[config.mk]
export PLATFORM = sky130hd
export DESIGN_NAME = des_key_schedule_flat
export DESIGN_NICKNAME = d
export VERILOG_FILES = /design/src/rtl/des_key_schedule_pkg.sv /design/src/rtl/des_key_schedule_if.sv /design/src/rtl/des_key_schedule_pc2.sv /design/src/rtl/des_key_schedule.sv /design/src/flat_wrapper.sv
export SDC_FILE = /design/constraint.sdc
export NUM_CORES = 1
export LEC_CHECK = 0
export CORE_MARGIN = 5
export CORE_UTILIZATION = 30
export CTS_CLUSTER_DIAMETER = 30
export CTS_CLUSTER_SIZE = 28
export DETAILED_ROUTE_END_ITERATION = 16
export MAX_ROUTING_LAYER = met4
export PLACE_DENSITY_LB_ADDON = 0.2
export SLEW_MARGIN = 10
export SYNTH_ARGS = -nofsm -noshare
export SYNTH_HDL_FRONTEND = slang
export SYNTH_SLANG_ARGS = --single-unit
[constraint.sdc]
create_clock -name clk -period 2.6 [get_ports clk]
set_input_delay 0.65 -clock clk [delete_from_list [all_inputs] [get_ports clk]]
set_output_delay 0.65 -clock clk [all_outputs]
set_load 0.02 [all_outputs]
[src/rtl/des_key_schedule_pkg.sv]
// DES key-schedule constants: PC-1/PC-2 tables, rotation schedule, FSM state.
// Latency: n/a (types, constants and pure functions only).
// Backpressure: n/a.
package des_pkg;

  localparam int DES_ROUNDS = 16;

  typedef enum logic {IDLE, RUN} state_t;

  // PC-1: entry i gives the DES key bit (1 = MSB) that lands in C/D bit i+1.
  localparam logic [5:0] PC1_TAB [56] = '{
    6'd57, 6'd49, 6'd41, 6'd33, 6'd25, 6'd17, 6'd9,  6'd1,
    6'd58, 6'd50, 6'd42, 6'd34, 6'd26, 6'd18, 6'd10, 6'd2,
    6'd59, 6'd51, 6'd43, 6'd35, 6'd27, 6'd19, 6'd11, 6'd3,
    6'd60, 6'd52, 6'd44, 6'd36, 6'd63, 6'd55, 6'd47, 6'd39,
    6'd31, 6'd23, 6'd15, 6'd7,  6'd62, 6'd54, 6'd46, 6'd38,
    6'd30, 6'd22, 6'd14, 6'd6,  6'd61, 6'd53, 6'd45, 6'd37,
    6'd29, 6'd21, 6'd13, 6'd5,  6'd28, 6'd20, 6'd12, 6'd4
  };

  // PC-2: entry i gives the C/D bit (1 = MSB of C) that lands in round-key bit i+1.
  localparam logic [5:0] PC2_TAB [48] = '{
    6'd14, 6'd17, 6'd11, 6'd24, 6'd1,  6'd5,  6'd3,  6'd28,
    6'd15, 6'd6,  6'd21, 6'd10, 6'd23, 6'd19, 6'd12, 6'd4,
    6'd26, 6'd8,  6'd16, 6'd7,  6'd27, 6'd20, 6'd13, 6'd2,
    6'd41, 6'd52, 6'd31, 6'd37, 6'd47, 6'd55, 6'd30, 6'd40,
    6'd51, 6'd45, 6'd33, 6'd48, 6'd44, 6'd49, 6'd39, 6'd56,
    6'd34, 6'd53, 6'd46, 6'd42, 6'd50, 6'd36, 6'd29, 6'd32
  };

  // Left-rotation amount applied to reach round key n (index n-1).
  localparam logic [1:0] SHIFT_TAB [16] = '{
    2'd1, 2'd1, 2'd2, 2'd2, 2'd2, 2'd2, 2'd2, 2'd2,
    2'd1, 2'd2, 2'd2, 2'd2, 2'd2, 2'd2, 2'd2, 2'd1
  };

  function automatic logic [27:0] rotl28(input logic [27:0] x, input logic [1:0] n);
    return (n == 2'd2) ? {x[25:0], x[27:26]} : {x[26:0], x[27]};
  endfunction

  function automatic logic [27:0] rotr28(input logic [27:0] x, input logic [1:0] n);
    return (n == 2'd2) ? {x[1:0], x[27:2]} : {x[0], x[27:1]};
  endfunction

  // Parity bits (8, 16, ..., 64) never appear in the table and drop out here.
  function automatic logic [55:0] pc1(input logic [63:0] k);
    logic [55:0] r;
    r = '0;
    for (int i = 0; i < 56; i++) begin
      r[6'(55 - i)] = k[6'(64 - int'(PC1_TAB[i]))];
    end
    return r;
  endfunction

endpackage

[src/rtl/des_key_schedule_if.sv]
// Control/data bundle between the DES key schedule and its controller.
// Latency: n/a (wiring only); decrypt exists only with DES_KEY_DECRYPT_EN.
// Backpressure: none; start/key_load are pulses, round keys stream out unthrottled.
interface des_key_schedule_if;
  logic        key_load;
  logic [63:0] key_in;
  logic        start;
`ifdef DES_KEY_DECRYPT_EN
  logic        decrypt;
`endif
  logic        rkey_sel;
  logic [47:0] rkey_out;
  logic [3:0]  round_idx;
  logic        rkey_done;

  modport master (
`ifdef DES_KEY_DECRYPT_EN
    output decrypt,
`endif
    output key_load, key_in, start,
    input  rkey_sel, rkey_out, round_idx, rkey_done
  );

  modport slave (
`ifdef DES_KEY_DECRYPT_EN
    input  decrypt,
`endif
    input  key_load, key_in, start,
    output rkey_sel, rkey_out, round_idx, rkey_done
  );
endinterface

[src/rtl/des_key_schedule_pc2.sv]
// PC-2 compression permutation: 56-bit C/D to 48-bit round key.
// Latency: combinational.
// Backpressure: none.
module des_pc2
  import des_pkg::*;
(
  input  logic [55:0] cd,
  output logic [47:0] k
);

  // Pure bit selection through the PC-2 table
  always_comb begin
    k = '0;
    for (int i = 0; i < 48; i++) begin
      k[6'(47 - i)] = cd[6'(56 - int'(PC2_TAB[i]))];
    end
  end

endmodule

[src/rtl/des_key_schedule.sv]
// DES round-key generator: PC-1 on load, 16 PC-2 round keys per start.
// Latency: key n valid in cycle n after start is sampled; rkey_done one cycle after K16.
// Backpressure: none; start/key_load ignored while running. Option: DES_KEY_DECRYPT_EN.
module des_key_schedule
  import des_pkg::*;
(
  input  logic                clk,
  input  logic                rst,
  des_key_schedule_if.slave   bus
);

  state_t      state, state_nxt;
  logic [27:0] c0, d0, c0_nxt, d0_nxt;
  logic [27:0] c, d, c_nxt, d_nxt;
  logic [3:0]  round, round_nxt;
  logic        done, done_nxt;
  logic        last_round;
  logic        restore_ok;
  logic [55:0] key_pc1;
  logic [47:0] pc2_out;
`ifdef DES_KEY_DECRYPT_EN
  logic        dir, dir_nxt;
`endif

  assign key_pc1    = pc1(bus.key_in);
  assign last_round = (round == 4'(DES_ROUNDS - 1));

  des_pc2 u_pc2 (
    .cd ({c, d}),
    .k  (pc2_out)
  );

  // Next-state: load/start in IDLE, per-round rotation in RUN, restore C0/D0 at the end
  always_comb begin
    state_nxt = state;
    c0_nxt    = c0;
    d0_nxt    = d0;
    c_nxt     = c;
    d_nxt     = d;
    round_nxt = round;
    done_nxt  = 1'b0;
`ifdef DES_KEY_DECRYPT_EN
    dir_nxt   = dir;
`endif
    case (state)
      IDLE: begin
        if (bus.key_load) begin
          c0_nxt = key_pc1[55:28];
          d0_nxt = key_pc1[27:0];
          c_nxt  = key_pc1[55:28];
          d_nxt  = key_pc1[27:0];
        end else if (bus.start) begin
          state_nxt = RUN;
          round_nxt = 4'd0;
          c_nxt     = rotl28(c0, SHIFT_TAB[0]);
          d_nxt     = rotl28(d0, SHIFT_TAB[0]);
`ifdef DES_KEY_DECRYPT_EN
          dir_nxt = bus.decrypt;
          // Cumulative rotation of 28 makes the unshifted key K16
          if (bus.decrypt) begin
            c_nxt = c0;
            d_nxt = d0;
          end
`endif
        end
      end
      RUN: begin
        if (last_round) begin
          state_nxt = IDLE;
          round_nxt = 4'd0;
          c_nxt     = c0;
          d_nxt     = d0;
          done_nxt  = 1'b1;
        end else begin
          round_nxt = round + 4'd1;
          c_nxt     = rotl28(c, SHIFT_TAB[round + 4'd1]);
          d_nxt     = rotl28(d, SHIFT_TAB[round + 4'd1]);
`ifdef DES_KEY_DECRYPT_EN
          if (dir) begin
            c_nxt = rotr28(c, SHIFT_TAB[4'd15 - round]);
            d_nxt = rotr28(d, SHIFT_TAB[4'd15 - round]);
          end
`endif
        end
      end
      default: ;
    endcase
  end

  // State register; reset also clears the loaded key
  always_ff @(posedge clk) begin
    if (rst) begin
      state <= IDLE;
      c0    <= '0;
      d0    <= '0;
      c     <= '0;
      d     <= '0;
      round <= '0;
      done  <= 1'b0;
`ifdef DES_KEY_DECRYPT_EN
      dir   <= 1'b0;
`endif
    end else begin
      state <= state_nxt;
      c0    <= c0_nxt;
      d0    <= d0_nxt;
      c     <= c_nxt;
      d     <= d_nxt;
      round <= round_nxt;
      done  <= done_nxt;
`ifdef DES_KEY_DECRYPT_EN
      dir   <= dir_nxt;
`endif
    end
  end

`ifdef DES_KEY_DECRYPT_EN
  assign restore_ok = dir ? ({rotr28(c, 2'd1), rotr28(d, 2'd1)} == {c0, d0})
                          : ({c, d} == {c0, d0});
`else
  assign restore_ok = ({c, d} == {c0, d0});
`endif

  // The schedule sums to a full 28-bit rotation, so the final restore is a no-op in value
  a_restore: assert property (@(posedge clk) disable iff (rst)
    (state == RUN && last_round) |-> restore_ok);

  assign bus.rkey_sel  = (state == RUN);
  assign bus.rkey_out  = (state == RUN) ? pc2_out : 48'd0;
  assign bus.round_idx = (state == RUN) ? round : 4'd0;
  assign bus.rkey_done = done;

endmodule
[src/flat_wrapper.sv]
// flat-port wrapper written by rule: the top's interface ports become plain ports
module des_key_schedule_flat import des_pkg::*;
  (clk, rst, bus_key_load, bus_key_in, bus_start, bus_rkey_sel, bus_rkey_out, bus_round_idx, bus_rkey_done);
  des_key_schedule_if bus_i ();
  input  logic clk;
  input  logic rst;
  input wire logic [$bits(bus_i.key_load)-1:0] bus_key_load;
  input wire logic [$bits(bus_i.key_in)-1:0] bus_key_in;
  input wire logic [$bits(bus_i.start)-1:0] bus_start;
  output wire logic [$bits(bus_i.rkey_sel)-1:0] bus_rkey_sel;
  output wire logic [$bits(bus_i.rkey_out)-1:0] bus_rkey_out;
  output wire logic [$bits(bus_i.round_idx)-1:0] bus_round_idx;
  output wire logic [$bits(bus_i.rkey_done)-1:0] bus_rkey_done;
  assign bus_i.key_load = bus_key_load;
  assign bus_i.key_in = bus_key_in;
  assign bus_i.start = bus_start;
  assign bus_rkey_sel = bus_i.rkey_sel;
  assign bus_rkey_out = bus_i.rkey_out;
  assign bus_round_idx = bus_i.round_idx;
  assign bus_rkey_done = bus_i.rkey_done;
  des_key_schedule u_core (.clk(clk), .rst(rst), .bus(bus_i));
endmodule
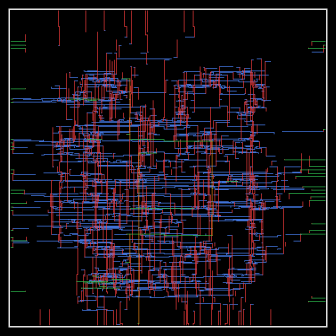
*Wiring by layer*
[met2] red | wire length: 4000 um
[met1] blue | wire length: 5170 um
[met3] green | wire length: 384 um
[met4] orange | wire length: 143 um

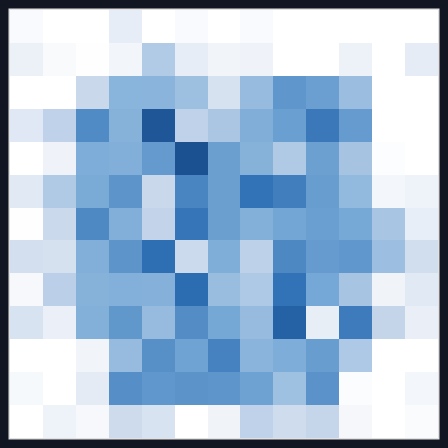
*Local utilization*
The die is cut into 13 by 13 equal tiles; white is low, dark blue is high, 0 to 100% covered.
tiles over 75% full: 2.4%
nearly empty tiles: 19%
fullest tile: 87%
densest ninth of the die: middle
mean over tiles: 30%
Starting Density: 0.3095
Core Region: 0.01335 mm2
final core occ: 0.3836

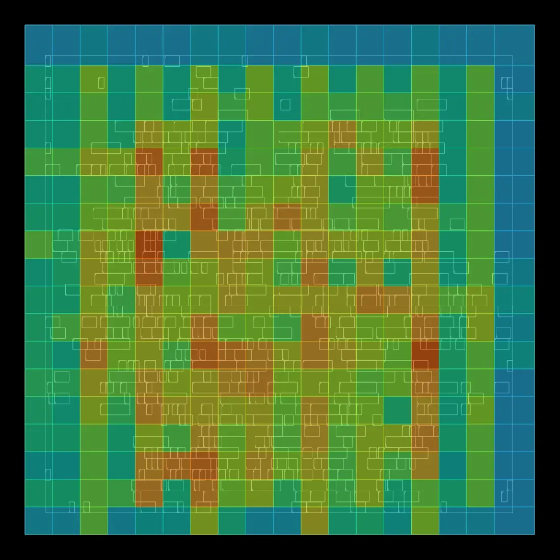
*Track usage over the die*
GRT Resource Usage Total: 0.1257
met1 GRT Util: 0.1840
GR Util met2: 0.1747
per-cell routed wire length: 13.30 um

[critical path: stages, from the launching register on]
cell and delay [ns]:
dfxtp_4 0.56, and2_1 0.23, clkdlybuf4s50_1 0.62
[cells by family after synthesis]
group / synth area share
other: 0.0009077
flip-flops: 0.3780
buffers and inverters: 0.1084
AND-OR/OR-AND: 0.1590
adder cells (fa/ha/maj): 0.01211
AND/OR/NAND/NOR: 0.1926
multiplexers: 0.1490
[power breakdown]
group          switching (mW)  leakage [nW]  total, mW  internal, mW
clock                   0.505         0.159       1.44         0.937
sequential             0.0479         0.636       1.28          1.24
combinational           0.222          1.41      0.403         0.181
[worst max path at each step]
stage | end | cells past startpoint
2_1_floorplan | bus_rkey_out[0] | 5
5_1_grt | u_core.c[9] | 9
3_3_place_gp | u_core.d[19] | 7
6_report | bus_round_idx[2] | 2
4_1_cts | bus_round_idx[2] | 2
3_5_place_dp | u_core.d[9] | 7
[final cells by class]
class / instances / area (um2) / share of cell area
Sequential cell: 78 / 1565 / 0.3057
Multi-Input combinational cell: 371 / 2208 / 0.4313
Inverter: 17 / 63.81 / 0.01246
Timing Repair Buffer: 71 / 723.2 / 0.1413
Clock buffer: 10 / 229.0 / 0.04472
Tap cell: 176 / 220.2 / 0.04301
Clock inverter: 6 / 110.1 / 0.02151
[layer usage]
metal | track usage | share of wire | up-vias
met5 | - | 0 | -
met2 | 0.1747 | 0.41 | 74
met1 | 0.1840 | 0.53 | 1563
li1 | - | - | 1762
met3 | 0.01711 | 0.040 | 10
met4 | 0.04732 | 0.015 | 0
[cells in the final DEF, fill, tap and decap left out, types with 5 or more instances in the layout]
cell type and n:
o21ai_1 52, nand2_1 73, or3_1 13, mux2i_1 57
dfxtp_1 77, a21oi_1 42, clkdlybuf4s50_1 51, and2_1 31
conb_1 22, nor2_1 31, inv_1 17, a221oi_1 12
buf_4 15, buf_12 5, clkbuf_16 9
[registers in the layout, indices dropped and copies added (netlist names)]
| name | cells |
|---|---|
| u_core.round | 4 |
| u_core.bus.rkey_done | 1 |
| u_core.c0 | 4 |
| u_core.c | 28 |
| u_core.d | 28 |
| u_core.d0 | 12 |
| u_core.bus.rkey_sel | 1 |
[stage by stage]
step | power (mW) | area, um2
after floorplan | 1.607 | 4210
after global placement | 1.711 | 4778
after detailed placement | 1.716 | 4778
after CTS | 3.171 | 5120
after global routing | 3.280 | 5120
final | 3.130 | 5120
[cells in the mapped netlist (all sizes together) (2+ instances only)]
master | instances | area, um2
nand3 | 2 | 10.01
a21oi | 42 | 210.2
o21ai | 55 | 275.3
nor3 | 2 | 10.01
dfxtp | 78 | 1562
mux2 | 4 | 45.04
nor2 | 32 | 122.6
o22ai | 4 | 25.02
a211oi | 3 | 27.52
or3b | 2 | 17.52
buf | 44 | 316.6
inv | 17 | 63.81
ha | 4 | 50.05
clkbuf | 18 | 67.56
and2 | 31 | 193.9
nor3b | 5 | 42.54
mux2i | 57 | 570.6
or3 | 13 | 81.33
a221oi | 12 | 105.1
nand2 | 73 | 274.0
[what timing repair did]
item	4_1_cts	5_1_grt
setup buffers	0	0
endpoints found under the setup margin	3	0
resized	1	0
==> impl_metrics.py <==
# Physical implementation metrics
metrics = {
    "yosys": {
        "syn_avg_cell_area_um2": 8.149,
        "synthCells": 507,
        "ys_async_sr_fraction": 0,
        "syn_area_mm2": 0.004131,
    },
    "global_route": {
        "grt_overflow_total": 0,
        "grt_pass1_wl_um": 16340,
        "grt_max_degree": 57,
        "first_global_vias": 3163,
    },
    "pwr": {
        "ir_worst_vdd_mv": 0.3476,
        "p_per_area_mw_per_mm2": 611.3,
        "power_leakage_nw": 2.205,
    },
    "run": {
        "drv_cap": 0,
        "tool_warnings": 77,
    },
    "clock_network": {
        "cts-root-buf": "clkbuf_16",
        "hold_buffers": 0,
        "numCtsBuffers": 9,
        "clk_path_buf_depth": 2,
        "insertion_delay_ns": 0.33,
    },
    "timing": {
        "hold_ws_ns": 0.4630,
        "rsz0062_at_grt": "no",
        "tns_ns": 0,
        "fmax_ghz": 0.4197,
        "worst_pin_slew_ns": 0.6281,
    },
    "outcome": {
        "status": "completed",
    },
    "critical_path": {
        "end_kind": "output pin",
        "critPathLaunchType": "register",
        "rrSetupSlack_ns": 0.28,
        "crit_fanout": 38,
        "r2r_cells": 9,
        "critPathArrivalTime_ns": 1.73,
        "crit_type": "reg2out",
        "startpoint": "u_core.bus.rkey_sel",
    },
    "place": {
        "hpwl_um": 6873,
        "dp_worst_setup_slack_ns": 0.2531,
    },
    "routing": {
        "dr.pass1.iters": 5,
        "drt_iter0_markers": 208,
        "num_vias": 3409,
        "drt-vias-per-instance": 4.676,
    },
    "final_layout": {
        "num_antenna_cells": 0,
        "fill_cells": 1396,
        "nets": 620,
        "final_cells": 729,
        "syn_to_final_growth_pct": 23.92,
    },
    "min_path": {
        "hold_depth": 2,
        "hold_path_class": "reg2reg",
        "hold_end": "u_core.c[14]",
    },
    "floorplanning": {
        "ios": 122,
        "fp.dieH_um": 127.4,
        "die_area_mm2": 0.01622,
        "rows": 42,
    },
}
No activity file was given, so power comes from the tool's default toggle rates.
